## src/rtl/led_seq_pkg.sv

```systemverilog
// Shared definitions for the LED sequencer: pattern mode encodings and FSM states.
package led_seq_pkg;

   typedef enum logic [1:0] {
      MODE_OFF    = 2'b00,
      MODE_BLINK  = 2'b01,
      MODE_CHASE  = 2'b10,
      MODE_BOUNCE = 2'b11
   } mode_e;

   typedef enum logic [1:0] {
      ST_IDLE = 2'b00,
      ST_RUN  = 2'b01,
      ST_HOLD = 2'b10
   } state_e;

endpackage

```

## src/rtl/led_seq_tick_prescaler.sv

```systemverilog
// Base-tick prescaler: counts clk cycles while enabled and strobes tick on the last count of each period.
module tick_prescaler #(
   parameter int TICK_DIV = 50_000_000,
   parameter int DIV_W    = 27
) (
   input  logic clk,
   input  logic reset,
   input  logic enable,
   input  logic clear,
   output logic tick
);

   localparam logic [DIV_W-1:0] LAST = DIV_W'(TICK_DIV - 1);

   logic [DIV_W-1:0] count;

   assign tick = enable && (count == LAST);

   // Count 0..TICK_DIV-1 while enabled, wrap after the last count, freeze otherwise; clear wins over counting.
   always_ff @(posedge clk or posedge reset) begin
      if (reset) begin
         count <= '0;
      end else if (clear) begin
         count <= '0;
      end else if (enable) begin
         if (count == LAST) begin
            count <= '0;
         end else begin
            count <= count + DIV_W'(1);
         end
      end
   end

endmodule

```

## src/rtl/led_seq_ctrl.sv

```systemverilog
// LED pattern sequencer: configurable OFF/BLINK/CHASE/BOUNCE patterns stepped at a programmable tick rate.
module led_seq_ctrl
   import led_seq_pkg::*;
#(
   parameter int N_LED    = 8,
   parameter int TICK_DIV = 50_000_000,
   parameter int DIV_W    = 27
) (
   input  logic             clk,
   input  logic             reset,
   input  logic             cfg_valid,
   output logic             cfg_ready,
   input  logic [1:0]       cfg_mode,
   input  logic [3:0]       cfg_rate,
   input  logic             start,
   input  logic             pause,
   input  logic             stop,
   output logic [N_LED-1:0] led,
   output logic             busy,
   output logic             step_pulse
);

   state_e           state;
   state_e           next_state;
   mode_e            mode_q;
   mode_e            eff_mode;
   logic [3:0]       rate_q;
   logic [3:0]       rate_cnt;
   logic             dir_up;
   logic             dir_next;
   logic [N_LED-1:0] led_next;
   logic             handshake;
   logic             go_idle;
   logic             run_entry;
   logic             tick;
   logic             step;

   assign handshake = cfg_valid && cfg_ready;
   assign eff_mode  = handshake ? mode_e'(cfg_mode) : mode_q;
   assign go_idle   = (next_state == ST_IDLE);
   assign run_entry = (state == ST_IDLE) && (next_state == ST_RUN);
   assign step      = tick && (rate_cnt == rate_q) && !go_idle;
   assign busy      = (state != ST_IDLE);

   tick_prescaler #(
      .TICK_DIV (TICK_DIV),
      .DIV_W    (DIV_W)
   ) u_prescaler (
      .clk    (clk),
      .reset  (reset),
      .enable (state == ST_RUN),
      .clear  (go_idle),
      .tick   (tick)
   );

   // State register.
   always_ff @(posedge clk or posedge reset) begin
      if (reset) begin
         state <= ST_IDLE;
      end else begin
         state <= next_state;
      end
   end

   // Next-state decode with stop taking precedence over pause, and pause over start.
   always_comb begin
      next_state = state;
      case (state)
         ST_IDLE: if (!stop && !pause && start) next_state = ST_RUN;
         ST_RUN: begin
            if (stop) next_state = ST_IDLE;
            else if (pause) next_state = ST_HOLD;
         end
         ST_HOLD: begin
            if (stop) next_state = ST_IDLE;
            else if (start && !pause) next_state = ST_RUN;
         end
         default: next_state = ST_IDLE;
      endcase
   end

   // Next LED pattern: cleared on return to idle, seeded on a fresh start, advanced on each step.
   always_comb begin
      led_next = led;
      dir_next = dir_up;
      if (go_idle) begin
         led_next = '0;
         dir_next = 1'b1;
      end else if (run_entry) begin
         dir_next = 1'b1;
         case (eff_mode)
            MODE_OFF:   led_next = '0;
            MODE_BLINK: led_next = '1;
            default:    led_next = N_LED'(1);
         endcase
      end else if (step) begin
         case (mode_q)
            MODE_BLINK: led_next = ~led;
            MODE_CHASE: led_next = {led[N_LED-2:0], led[N_LED-1]};
            MODE_BOUNCE: begin
               if (dir_up) begin
                  if (led[N_LED-1]) begin
                     led_next = led >> 1;
                     dir_next = 1'b0;
                  end else begin
                     led_next = led << 1;
                  end
               end else begin
                  if (led[0]) begin
                     led_next = led << 1;
                     dir_next = 1'b1;
                  end else begin
                     led_next = led >> 1;
                  end
               end
            end
            default: led_next = '0;
         endcase
      end
   end

   // Latch a new configuration whenever it is accepted in idle.
   always_ff @(posedge clk or posedge reset) begin
      if (reset) begin
         mode_q <= MODE_OFF;
         rate_q <= '0;
      end else if (handshake) begin
         mode_q <= mode_e'(cfg_mode);
         rate_q <= cfg_rate;
      end
   end

   // Ready tracks idle one edge behind reset release, so it stays low until the first clock after reset.
   always_ff @(posedge clk or posedge reset) begin
      if (reset) begin
         cfg_ready <= 1'b0;
      end else begin
         cfg_ready <= go_idle;
      end
   end

   // LED and bounce direction registers.
   always_ff @(posedge clk or posedge reset) begin
      if (reset) begin
         led    <= '0;
         dir_up <= 1'b1;
      end else begin
         led    <= led_next;
         dir_up <= dir_next;
      end
   end

   // Count base ticks up to the configured rate; the wrap edge is the step edge.
   always_ff @(posedge clk or posedge reset) begin
      if (reset) begin
         rate_cnt <= '0;
      end else if (go_idle) begin
         rate_cnt <= '0;
      end else if (tick) begin
         if (rate_cnt == rate_q) begin
            rate_cnt <= '0;
         end else begin
            rate_cnt <= rate_cnt + 4'd1;
         end
      end
   end

   // Step strobe lines up with the updated LED value.
   always_ff @(posedge clk or posedge reset) begin
      if (reset) begin
         step_pulse <= 1'b0;
      end else begin
         step_pulse <= step;
      end
   end

endmodule

```

## config.mk

```make
export PLATFORM = sky130hd
export DESIGN_NAME = led_seq_ctrl
export DESIGN_NICKNAME = d
export VERILOG_FILES = /design/src/rtl/led_seq_pkg.sv /design/src/rtl/led_seq_tick_prescaler.sv /design/src/rtl/led_seq_ctrl.sv
export SDC_FILE = /design/constraint.sdc
export NUM_CORES = 1
export LEC_CHECK = 0
export CAP_MARGIN = 20
export CORE_MARGIN = 2
export CORE_UTILIZATION = 52
export DETAILED_ROUTE_END_ITERATION = 12
export PLACE_DENSITY_LB_ADDON = 0.1
export SYNTH_ARGS = -nofsm -noshare
export SYNTH_HDL_FRONTEND = slang
export SYNTH_SLANG_ARGS = --single-unit
```

## constraint.sdc

```tcl
create_clock -name clk -period 2.2 [get_ports clk]
set_input_delay 0.44 -clock clk [delete_from_list [all_inputs] [get_ports clk]]
set_output_delay 0.44 -clock clk [all_outputs]
set_load 0.01 [all_outputs]
```

==> notes.md <==
impl run done, here's what came out: Syn Inst Count 291, worst hold slack 438 ps, failing checks negative setup slack, I/O Buffers 22, GRT overflow 0, final net count 368, Finish-stage setup viols 10, global-route wire length before repair 11.0 mm, CTS tree done, status complete, but fails checks, CP Max Fanout 8, unrepaired setup endpoints after global routing true, Core ar. 5410 sq um, count leader, synth dfrtp_1, Cell area leaders dfrtp_1 43%, xor2_1 4.6%, mux2_2 3.9%, nand4_1 3.9%, nand3_1 2.6%, Top cells excl fill/tap 49 x dfrtp_1, 38 x buf_4, 22 x clkdlybuf4s50_1, 20 x nor2_1, 18 x nand4_1, max FFs per register 27, slack of the critical path -55.7 ps, met2 Track Usage GR 38.5%, clock latency on the worst-skew pair 310 ps, Top reg by flops u_prescaler.count, starting DRC count in detailed routing 88, CP required 2400 ps, pwr/cell area 533 nW/um^2, Setup CP Type reg2reg, Vias 2437, AO/OA Area Share 17.2%, met3 Track Usage GR 3.56%, period utilization 103%, Area Growth Syn to Fin 28.4%, Synth top area share 42.9%, type of origin of the critical path flip-flop, layout cells sized above 1 26.0%, Largest regs u_prescaler.count (27), led (8), Fin Clk Skew 5.50 ps, worst hold path type in2async, Seq. cell area 1250 sq um, CTS Buffer Depth 2, # hold bufs at CTS 0, endpoint type of the worst setup path flip-flop, Slew HR 73.1%, DP Wirelength 4.46 mm, largest net degree at the start of global routing 35
==> worst max-delay path, cell delays in order, from the launching register on <==
cell and delay [ps]:
dfrtp_1 380, or4_4 530, or4_4 460, buf_12 150
o21bai_4 220, nand2_2 80, a311o_1 310
==> where the power goes <==
group	total [uW]	internal, uW	switching [uW]
sequential	975	944	31.1
combinational	314	160	154
clock	667	364	303
==> layer usage <==
layer | routed length (um) | vias to the layer above | share of wire, %
met5 | 0 | - | 0
met4 | 67 | 0 | 1.1
met3 | 218 | 8 | 3.4
met2 | 3200 | 52 | 50
met1 | 2890 | 1177 | 45
li1 | - | 1200 | -
==> stage by stage <==
stage | area, sq um | setup WS (ps) | TNS [ps]
6_report | 3670 | -55.7 | -178
5_1_grt | 3670 | -106 | -1230
4_1_cts | 3630 | -46.3 | -272
3_5_place_dp | 3490 | -144 | -1400
3_3_place_gp | 3490 | -107 | -1090
2_1_floorplan | 2860 | -86.2 | -994
==> layout make-up <==
| type | instances | share of cell area, % |
|---|---|---|
| clock inverters | 1 | 0.817 |
| flip-flops and latches | 50 | 34.1 |
| multi-input cells | 218 | 42.3 |
| inverters | 12 | 1.23 |
| clock buffers | 6 | 2.25 |
| repair buffers | 67 | 16.9 |
| well taps | 72 | 2.45 |
==> worst paths after layout <==
| check | from | end | cells after the start |
|---|---|---|---|
| max | u_prescaler.count[10] | u_prescaler.count[18] | 6 |
| min in group clk | rate_q[3] | rate_q[3] | 1 |
| min | reset | cfg_ready | 2 |
| max in group asynchronous | reset | dir_up | 3 |
| max reg2reg | u_prescaler.count[10] | u_prescaler.count[18] | 6 |
| min reg2reg | rate_q[3] | rate_q[3] | 1 |
==> repair_timing <==
item,in CTS,in global routing
resized,5,11
hold endpoints to repair,0,0
setup buffers,1,0
pin swaps,4,6
endpoints found under the setup margin,31,19
**Wire density map**

The die is cut into 16 by 16 equal tiles; black is low, pale yellow is high, scaled to the fullest tile. Values are wire area over tile area, all layers added.
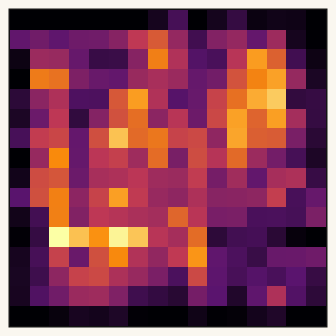
fullest tile: 0.47
nearly empty tiles: 9.4%
mean over tiles: 0.16
emptiest ninth of the die: lower right

**Cell placement**

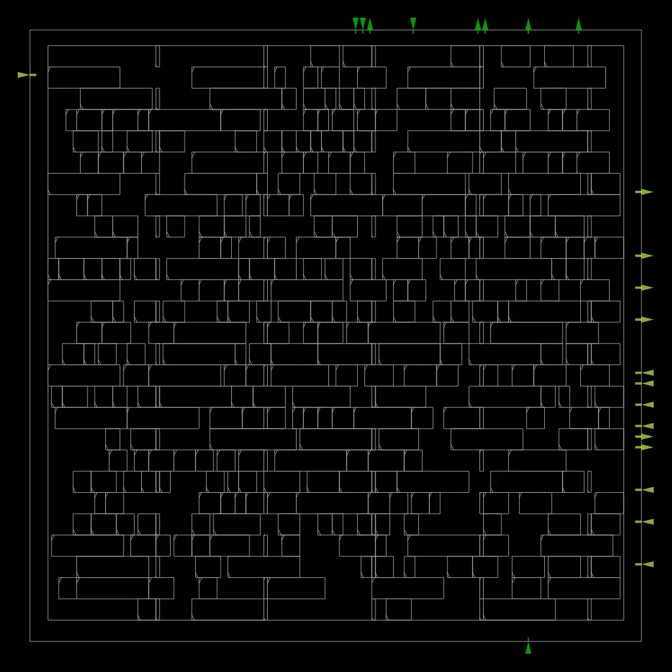
Post-Layout Cell Count: 426
final core occ: 68.0%
fraction of area in registers: 34.1%
Rows: 27
Seq cells: 50

**Layout detail**

Scale bar: 10 um. Window x 27 to 52, y 11 to 36 um. Cells in gray, sequential cells in the stronger gray; small squares are vias.
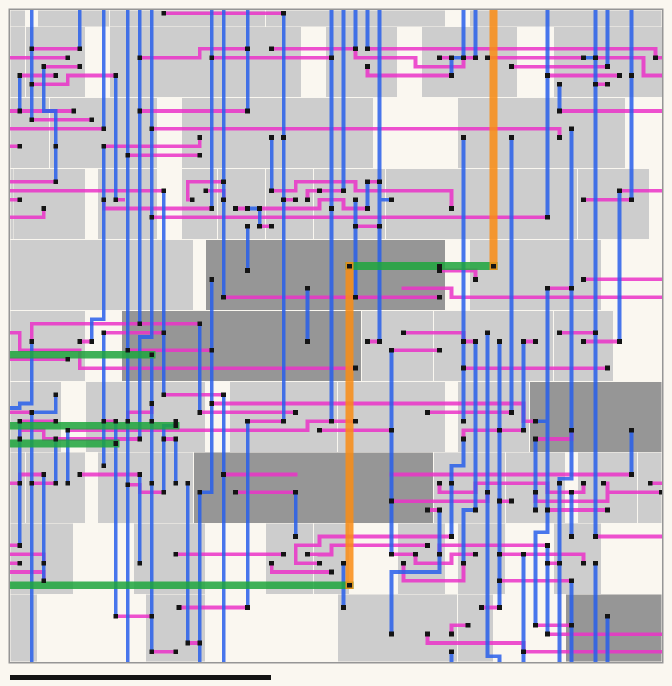
[magenta] M1
[green] M3
[orange] M4
[blue] M2
netlist names of flops here include: rate_cnt (2), u_prescaler.count (2)
most frequent: buf_4 (7), dfrtp_1 (4), inv_1 (3)
cells with their middle in the window: 47
sequential cells in the window: 4

Power figures rest on the tool's default switching activity, not on a simulated workload.
